**config.mk**
```make
export PLATFORM = sky130hd
export DESIGN_NAME = axis_load_sequencer
export DESIGN_NICKNAME = d
export VERILOG_FILES = /design/src/rtl/axis_load_sequencer.sv
export SDC_FILE = /design/constraint.sdc
export NUM_CORES = 1
export LEC_CHECK = 0
export CORE_MARGIN = 5
export CORE_UTILIZATION = 50
export CTS_BUF_LIST = sky130_fd_sc_hd__clkbuf_16
export DETAILED_ROUTE_END_ITERATION = 10
export PLACE_DENSITY = 0.84
export SKIP_LAST_GASP = 1
export SLEW_MARGIN = 30
export SYNTH_ARGS = -nofsm -noshare
export SYNTH_HDL_FRONTEND = slang
export SYNTH_SLANG_ARGS = --single-unit
```
**constraint.sdc**
```tcl
create_clock -name clk -period 6.4 [get_ports clk]
set_clock_uncertainty 0.1 [all_clocks]
set_input_delay 0.64 -clock clk [delete_from_list [all_inputs] [get_ports clk]]
set_output_delay 0.64 -clock clk [all_outputs]
set_load 0.01 [all_outputs]
```
**src/rtl/axis_load_sequencer.sv**
```systemverilog
// Control-period scheduler: latches host setpoints into shadow registers and, on each
// period tick, loads a committed set into the four axis generators with a common WR strobe.
module axis_load_sequencer #(
    parameter int unsigned TICK_CYCLES = 20000,
    parameter int unsigned SETUP_CYC   = 2,
    parameter int unsigned STROBE_CYC  = 2
) (
    input  logic        clk,
    input  logic        rst,
    input  logic        host_wr,
    input  logic [2:0]  host_addr,
    input  logic [7:0]  host_data,
    input  logic        host_commit,
    input  logic        host_clr,
    input  logic [3:0]  busy_in,
    output logic [31:0] N_out,
    output logic [3:0]  WR_out,
    output logic        tick_out,
    output logic [3:0]  overrun,
    output logic        underrun,
    output logic        seq_busy
);

    localparam int unsigned CW = (TICK_CYCLES > 1) ? $clog2(TICK_CYCLES) : 1;
    localparam int unsigned PW = $clog2(SETUP_CYC + STROBE_CYC + 1);

    typedef enum logic [1:0] {S_IDLE, S_SETUP, S_STROBE} state_t;

    logic [2:0]       wr_sync_q, wr_sync_d;
    logic [2:0]       cm_sync_q, cm_sync_d;
    logic [2:0]       clr_sync_q, clr_sync_d;
    logic [3:0][7:0]  shadow_q, shadow_d;
    logic [3:0][7:0]  n_q, n_d;
    logic [3:0]       en_mask_q, en_mask_d;
    logic [3:0]       mask_run_q, mask_run_d;
    logic             pending_q, pending_d;
    logic [CW-1:0]    cnt_q, cnt_d;
    logic [PW-1:0]    ph_q, ph_d;
    state_t           state_q, state_d;
    logic [3:0]       wr_q, wr_d;
    logic             tick_q, tick_d;
    logic [3:0]       ovr_q, ovr_d;
    logic             und_q, und_d;
    logic             busy_q, busy_d;

    logic             wr_ev, cm_ev, clr_ev, tick_edge;
    logic [3:0]       ovr_set;
    logic             und_set;

    // Rising-edge detect on the third flop of each host synchroniser
    assign wr_ev     = wr_sync_q[1]  & ~wr_sync_q[2];
    assign cm_ev     = cm_sync_q[1]  & ~cm_sync_q[2];
    assign clr_ev    = clr_sync_q[1] & ~clr_sync_q[2];
    assign tick_edge = (cnt_q == CW'(TICK_CYCLES - 1));

    always_comb begin
        wr_sync_d  = {wr_sync_q[1:0], host_wr};
        cm_sync_d  = {cm_sync_q[1:0], host_commit};
        clr_sync_d = {clr_sync_q[1:0], host_clr};
        shadow_d   = shadow_q;
        n_d        = n_q;
        en_mask_d  = en_mask_q;
        mask_run_d = mask_run_q;
        pending_d  = pending_q;
        cnt_d      = tick_edge ? '0 : cnt_q + CW'(1);
        ph_d       = ph_q;
        state_d    = state_q;
        wr_d       = wr_q;
        tick_d     = tick_edge;
        busy_d     = busy_q;
        ovr_set    = 4'b0000;
        und_set    = 1'b0;

        // Host writes land after the tick has copied the old shadow
        if (wr_ev) begin
            if (!host_addr[2]) begin
                shadow_d[host_addr[1:0]] = host_data;
            end else if (host_addr == 3'd4) begin
                en_mask_d = host_data[3:0];
            end
        end

        case (state_q)
            S_IDLE: begin
                if (tick_edge) begin
                    if (pending_q) begin
                        n_d        = shadow_q;
                        mask_run_d = en_mask_q;
                        ovr_set    = en_mask_q & busy_in;
                        pending_d  = 1'b0;
                        ph_d       = '0;
                        busy_d     = 1'b1;
                        state_d    = S_SETUP;
                    end else begin
                        und_set = 1'b1;
                    end
                end
            end
            S_SETUP: begin
                if (ph_q == PW'(SETUP_CYC - 1)) begin
                    ph_d    = '0;
                    wr_d    = mask_run_q;
                    state_d = S_STROBE;
                end else begin
                    ph_d = ph_q + PW'(1);
                end
            end
            S_STROBE: begin
                if (ph_q == PW'(STROBE_CYC - 1)) begin
                    ph_d    = '0;
                    wr_d    = 4'b0000;
                    busy_d  = 1'b0;
                    state_d = S_IDLE;
                end else begin
                    ph_d = ph_q + PW'(1);
                end
            end
            default: begin
                wr_d    = 4'b0000;
                busy_d  = 1'b0;
                state_d = S_IDLE;
            end
        endcase

        // A commit coinciding with the tick re-arms pending for the following period
        if (cm_ev) begin
            pending_d = 1'b1;
        end

        ovr_d = (clr_ev ? 4'b0000 : ovr_q) | ovr_set;
        und_d = (clr_ev ? 1'b0    : und_q) | und_set;
    end

    always_ff @(posedge clk or posedge rst) begin
        if (rst) begin
            wr_sync_q  <= '0;
            cm_sync_q  <= '0;
            clr_sync_q <= '0;
            shadow_q   <= '0;
            n_q        <= '0;
            en_mask_q  <= 4'hF;
            mask_run_q <= 4'hF;
            pending_q  <= 1'b0;
            cnt_q      <= '0;
            ph_q       <= '0;
            state_q    <= S_IDLE;
            wr_q       <= 4'b0000;
            tick_q     <= 1'b0;
            ovr_q      <= 4'b0000;
            und_q      <= 1'b0;
            busy_q     <= 1'b0;
        end else begin
            wr_sync_q  <= wr_sync_d;
            cm_sync_q  <= cm_sync_d;
            clr_sync_q <= clr_sync_d;
            shadow_q   <= shadow_d;
            n_q        <= n_d;
            en_mask_q  <= en_mask_d;
            mask_run_q <= mask_run_d;
            pending_q  <= pending_d;
            cnt_q      <= cnt_d;
            ph_q       <= ph_d;
            state_q    <= state_d;
            wr_q       <= wr_d;
            tick_q     <= tick_d;
            ovr_q      <= ovr_d;
            und_q      <= und_d;
            busy_q     <= busy_d;
        end
    end

    assign N_out    = n_q;
    assign WR_out   = wr_q;
    assign tick_out = tick_q;
    assign overrun  = ovr_q;
    assign underrun = und_q;
    assign seq_busy = busy_q;

endmodule

```
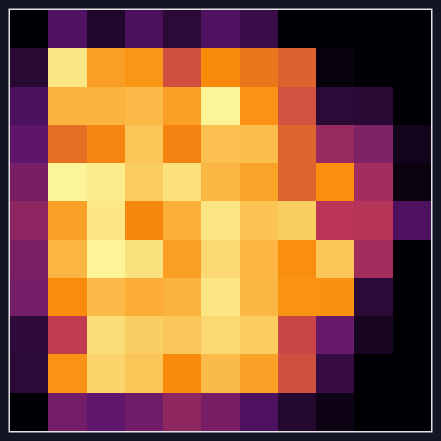
util_map.png
Scale: 4 px per um. 11 x 11 tiles, from black (low) to pale yellow (high), 0 to 100% covered.
The mean over all tiles is 52%. The fullest tile reaches 98%. The emptiest ninth of the die: north-east. 13% of the tiles are nearly empty. The densest ninth of the die: center.

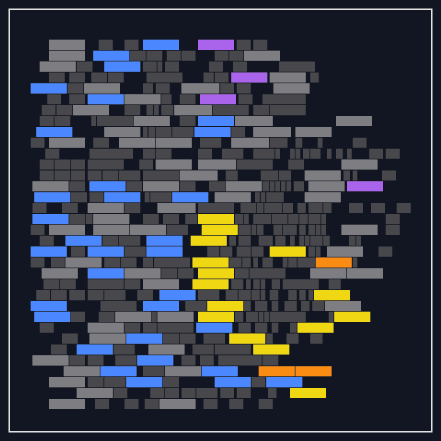
ff_map.png
Scale: 4 px per um. Other sequential cells in the stronger gray, the rest of the logic in the fainter gray.
Yellow is `cnt_q`, flops 15. Purple is `overrun`, flops 4, where north. Blue is `N_out`, flops 32. Orange is `cm_sync_q`, flops 3.
Another 59 sequential cells are not colored.

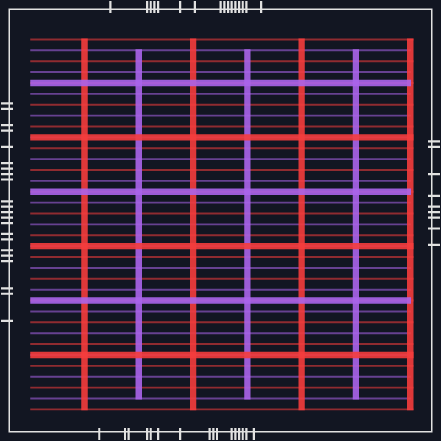
floorplan.png
Scale: 4 px per um. Pins as bars on the die edge.
Purple is VDD. Red is VSS.
63 signal pins sit on the boundary. 7 straps on met4. 35 met1 rails follow the rows. The core has 34 rows.

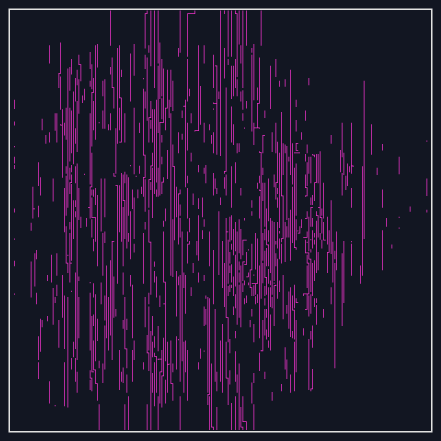
m2.png
Scale: 4 px per um.
The longest straight run is 49.0 um. The layer carries 4530 um of wire.
GR Util met2: 29.05%
Routed WL: 9067 um

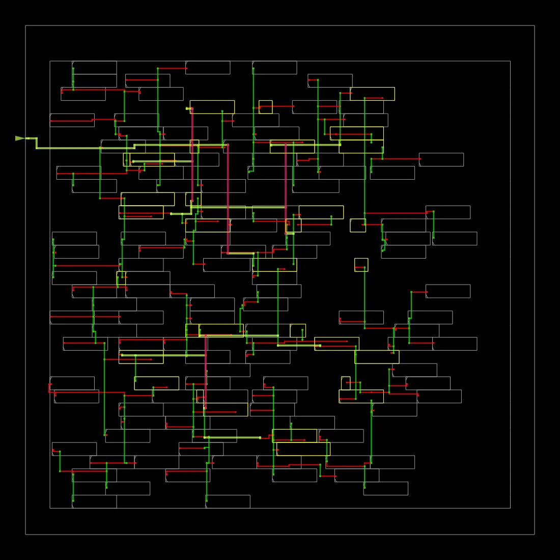
clock_nets.png
registers: 113
clkbuf count: 17
Latency at later pin: 0.40 ns
clk sinks: 113
Power Clock: 0.930 mW

layout by cell type (no fill, tap or decap), types with 2 or more instances in the layout:
| cell type | count |
|---|---|
| a21oi_1 | 3 |
| a32o_1 | 4 |
| and3_1 | 2 |
| and4_1 | 3 |
| bufinv_16 | 3 |
| clkbuf_16 | 17 |
| clkdlybuf4s50_1 | 62 |
| clkinv_2 | 3 |
| clkinv_4 | 4 |
| clkinvlp_4 | 3 |
| dfrtp_1 | 105 |
| dfstp_2 | 8 |
| ha_1 | 6 |
| inv_1 | 6 |
| mux2_2 | 55 |
| mux2_4 | 19 |
| nand2_1 | 18 |
| nand3_1 | 8 |
| nand4_1 | 4 |
| nor2_1 | 13 |
| nor2b_1 | 3 |
| nor3_1 | 2 |
| nor3b_1 | 2 |
| o21ai_0 | 7 |
| xnor2_1 | 5 |
| xor2_1 | 7 |
registers in the layout, summed over array words and instances (netlist names):
name and cells:
N_out 32, shadow_q 32, cnt_q 15, WR_out 4, en_mask_q 4, mask_run_q 4
overrun 4, clr_sync_q 3, cm_sync_q 3, ph_q 3, wr_sync_q 3, state_q 2
pending_q 1, seq_busy 1, tick_out 1, underrun 1
metrics by stage:
step | hold WS (ns) | setup slack (ns) | instances
after floorplan | 0.2312 | 2.686 | 309
after global placement | 0.2364 | 3.348 | 474
after detailed placement | 0.2347 | 3.270 | 474
after CTS | 0.2468 | 3.233 | 506
after global routing | 0.2550 | 3.090 | 506
final | 0.2459 | 3.205 | 506
logic make-up (layout without fill, tap and decap cells):
kind of cell / after synthesis / count (layout) / share of synthesized area [%]
compound gates: 23 / 23 / 3.666
flops: 113 / 113 / 62.51
xor+xnor: 12 / 12 / 2.315
mux: 74 / 74 / 19.93
fa+ha+maj: 6 / 6 / 1.654
simple gates: 68 / 68 / 8.159
buf+inv: 13 / 102 / 1.764
path summary, 6_finish.rpt:
kind	cells past startpoint	from	slack (ns)	end
setup / recovery	5	cnt_q[8]	3.21	N_out[2]
hold / removal	0	wr_sync_q[0]	0.25	wr_sync_q[1]
setup reg to reg	5	cnt_q[8]	3.21	N_out[2]
hold reg to reg	0	wr_sync_q[0]	0.25	wr_sync_q[1]
max in group asynchronous	3	rst	4.69	overrun[1]
min in group asynchronous	2	rst	0.50	cnt_q[4]
metal layers:
layer	up-vias	wire length (um)	global-route usage (%)
met1	1400	3857	21.66
met3	19	516	6.418
met2	80	4525	29.05
met4	0	166	7.498
li1	1258	-	-
met5	-	0	0
where the power goes:
part | internal (mW) | switching, mW
Combinational | 0.0518 | 0.0354
Clock | 0.608 | 0.323
Sequential | 0.776 | 0.0306
critical path, delay by kind of cell, from the launching register on:
| family | cells | cell delay [ns] |
|---|---|---|
| and+or+nand+nor | 3 | 1.82 |
| DFF | 1 | 0.40 |
| muxes | 1 | 0.54 |
| buffers and inverters | 1 | 0.21 |
area by class of cell:
class | count | area (um^2)
fillers | 580 | 2955
flip-flops and latches | 113 | 2838
multi-input cells | 183 | 1622
repair buffers | 63 | 631.9
clock buffers | 17 | 425.4
clock inverters | 15 | 170.2
well taps | 108 | 135.1
inverters | 7 | 28.78
==> impl_metrics.ini <==
; physical design summary
[synth]
synth-seq-cells = 113
edf_count = 0
ys_cells = 309
yosys.area.top_type = dfrtp_1
synthesis.nets = 335
ys_chip_area_um2 = 4539
synth_cell_type_count = 46
synth_area_um2 = 4539
synth_area_per_cell_um2 = 14.69
synth_seq_share_pct = 62.51
synth_top_cell_by_count = dfrtp_1
post_synth_main_area_contributors = dfrtp_1 58%, mux2_2 14%, mux2_4 6.3%
syn_inst = 309
async_reset_ff_share_pct = 100.0
synthTopCellsByCount = 105 x dfrtp_1, 55 x mux2_2, 19 x mux2_4
yosys_warnings = 0
ff_type = dfrtp_1
top_area_share_pct = 57.88

[cells_and_area]
finalCoreUtilization_pct = 66.44
nets = 411
final_cell_area_um2 = 5851
syn_to_final_growth_pct = 28.89
diodes = 0
drive_above_1_share_pct = 30.40

[floorplanning]
dieArea_um2 = 11080
initCoreUtil_pct = 51.55
io_pins = 63
core_area_um2 = 8806
die_y_um = 105.3
die_x_um = 105.3
num_rows = 34

[final_timing]
fin_crit_sh_pct = 49.92
slew_headroom_pct = 46.96
rsz0062_at_grt = no
hold_viol = 0
fin_crit_ns = 3.195
finalSetupViolations = 0
fmax_mhz = 313.0
fin_setup_tns_ns = 0
tightest_slew_ns = 0.7927
maxSlewViolCount = 0

[clock_tree]
cts_buffers = 17
cts_setup_buffers = 0
cts_root_buf = clkbuf_16
cts_tree = yes
clkTransAtPathRegs_ns = 0.06
cts_resized = 0
cts_hold_buf = 0
clk_path_buf_depth = 2
htree_levels = 4

[drt]
vias_per_cell = 5.449
avgRoutedWirePerCell_um = 17.92
drtPass1Iterations = 4
via_count = 2757
antenna_left = 0
drtIter0Drc = 156
route.detailed.drc = 0

[power_and_ir_drop]
vdd_drop_max_uv = 211.6
power.density_nw_per_um2 = 311.8
power.total_mw = 1.824
p_leak_nw = 2.710

[critical_path]
path_max_fanout = 21
crit_path_end_kind = register
worstPathRequired_ns = 6.58
startpoint_type = register
arrival_ns = 3.37
cp_cell_sequence = or4b_2, or4_4, inv_2, nand3_2, mux2_4
crit_type = register to register
crit_slowest_cell = or4b_2
max_stage_delay_ns = 0.71

[grt]
grt_max_degree = 80
overflow = 0
antenna_found_initial = 0
grt_pass1_wl_um = 15580
grt_usage_pct = 17.87
grt_pass1_vias = 3038

[place]
port_buffers = 62
dp_hpwl_um = 6008
place.gp.congestion = 0.8465
dpl_cell_area_um2 = 5251

[flow_run]
drv_cap = 0
warning_count = 30

[status]
status = complete, no violations

[worst_hold_path]
hold_class = register to register
No activity file was given, so power comes from the tool's default toggle rates.
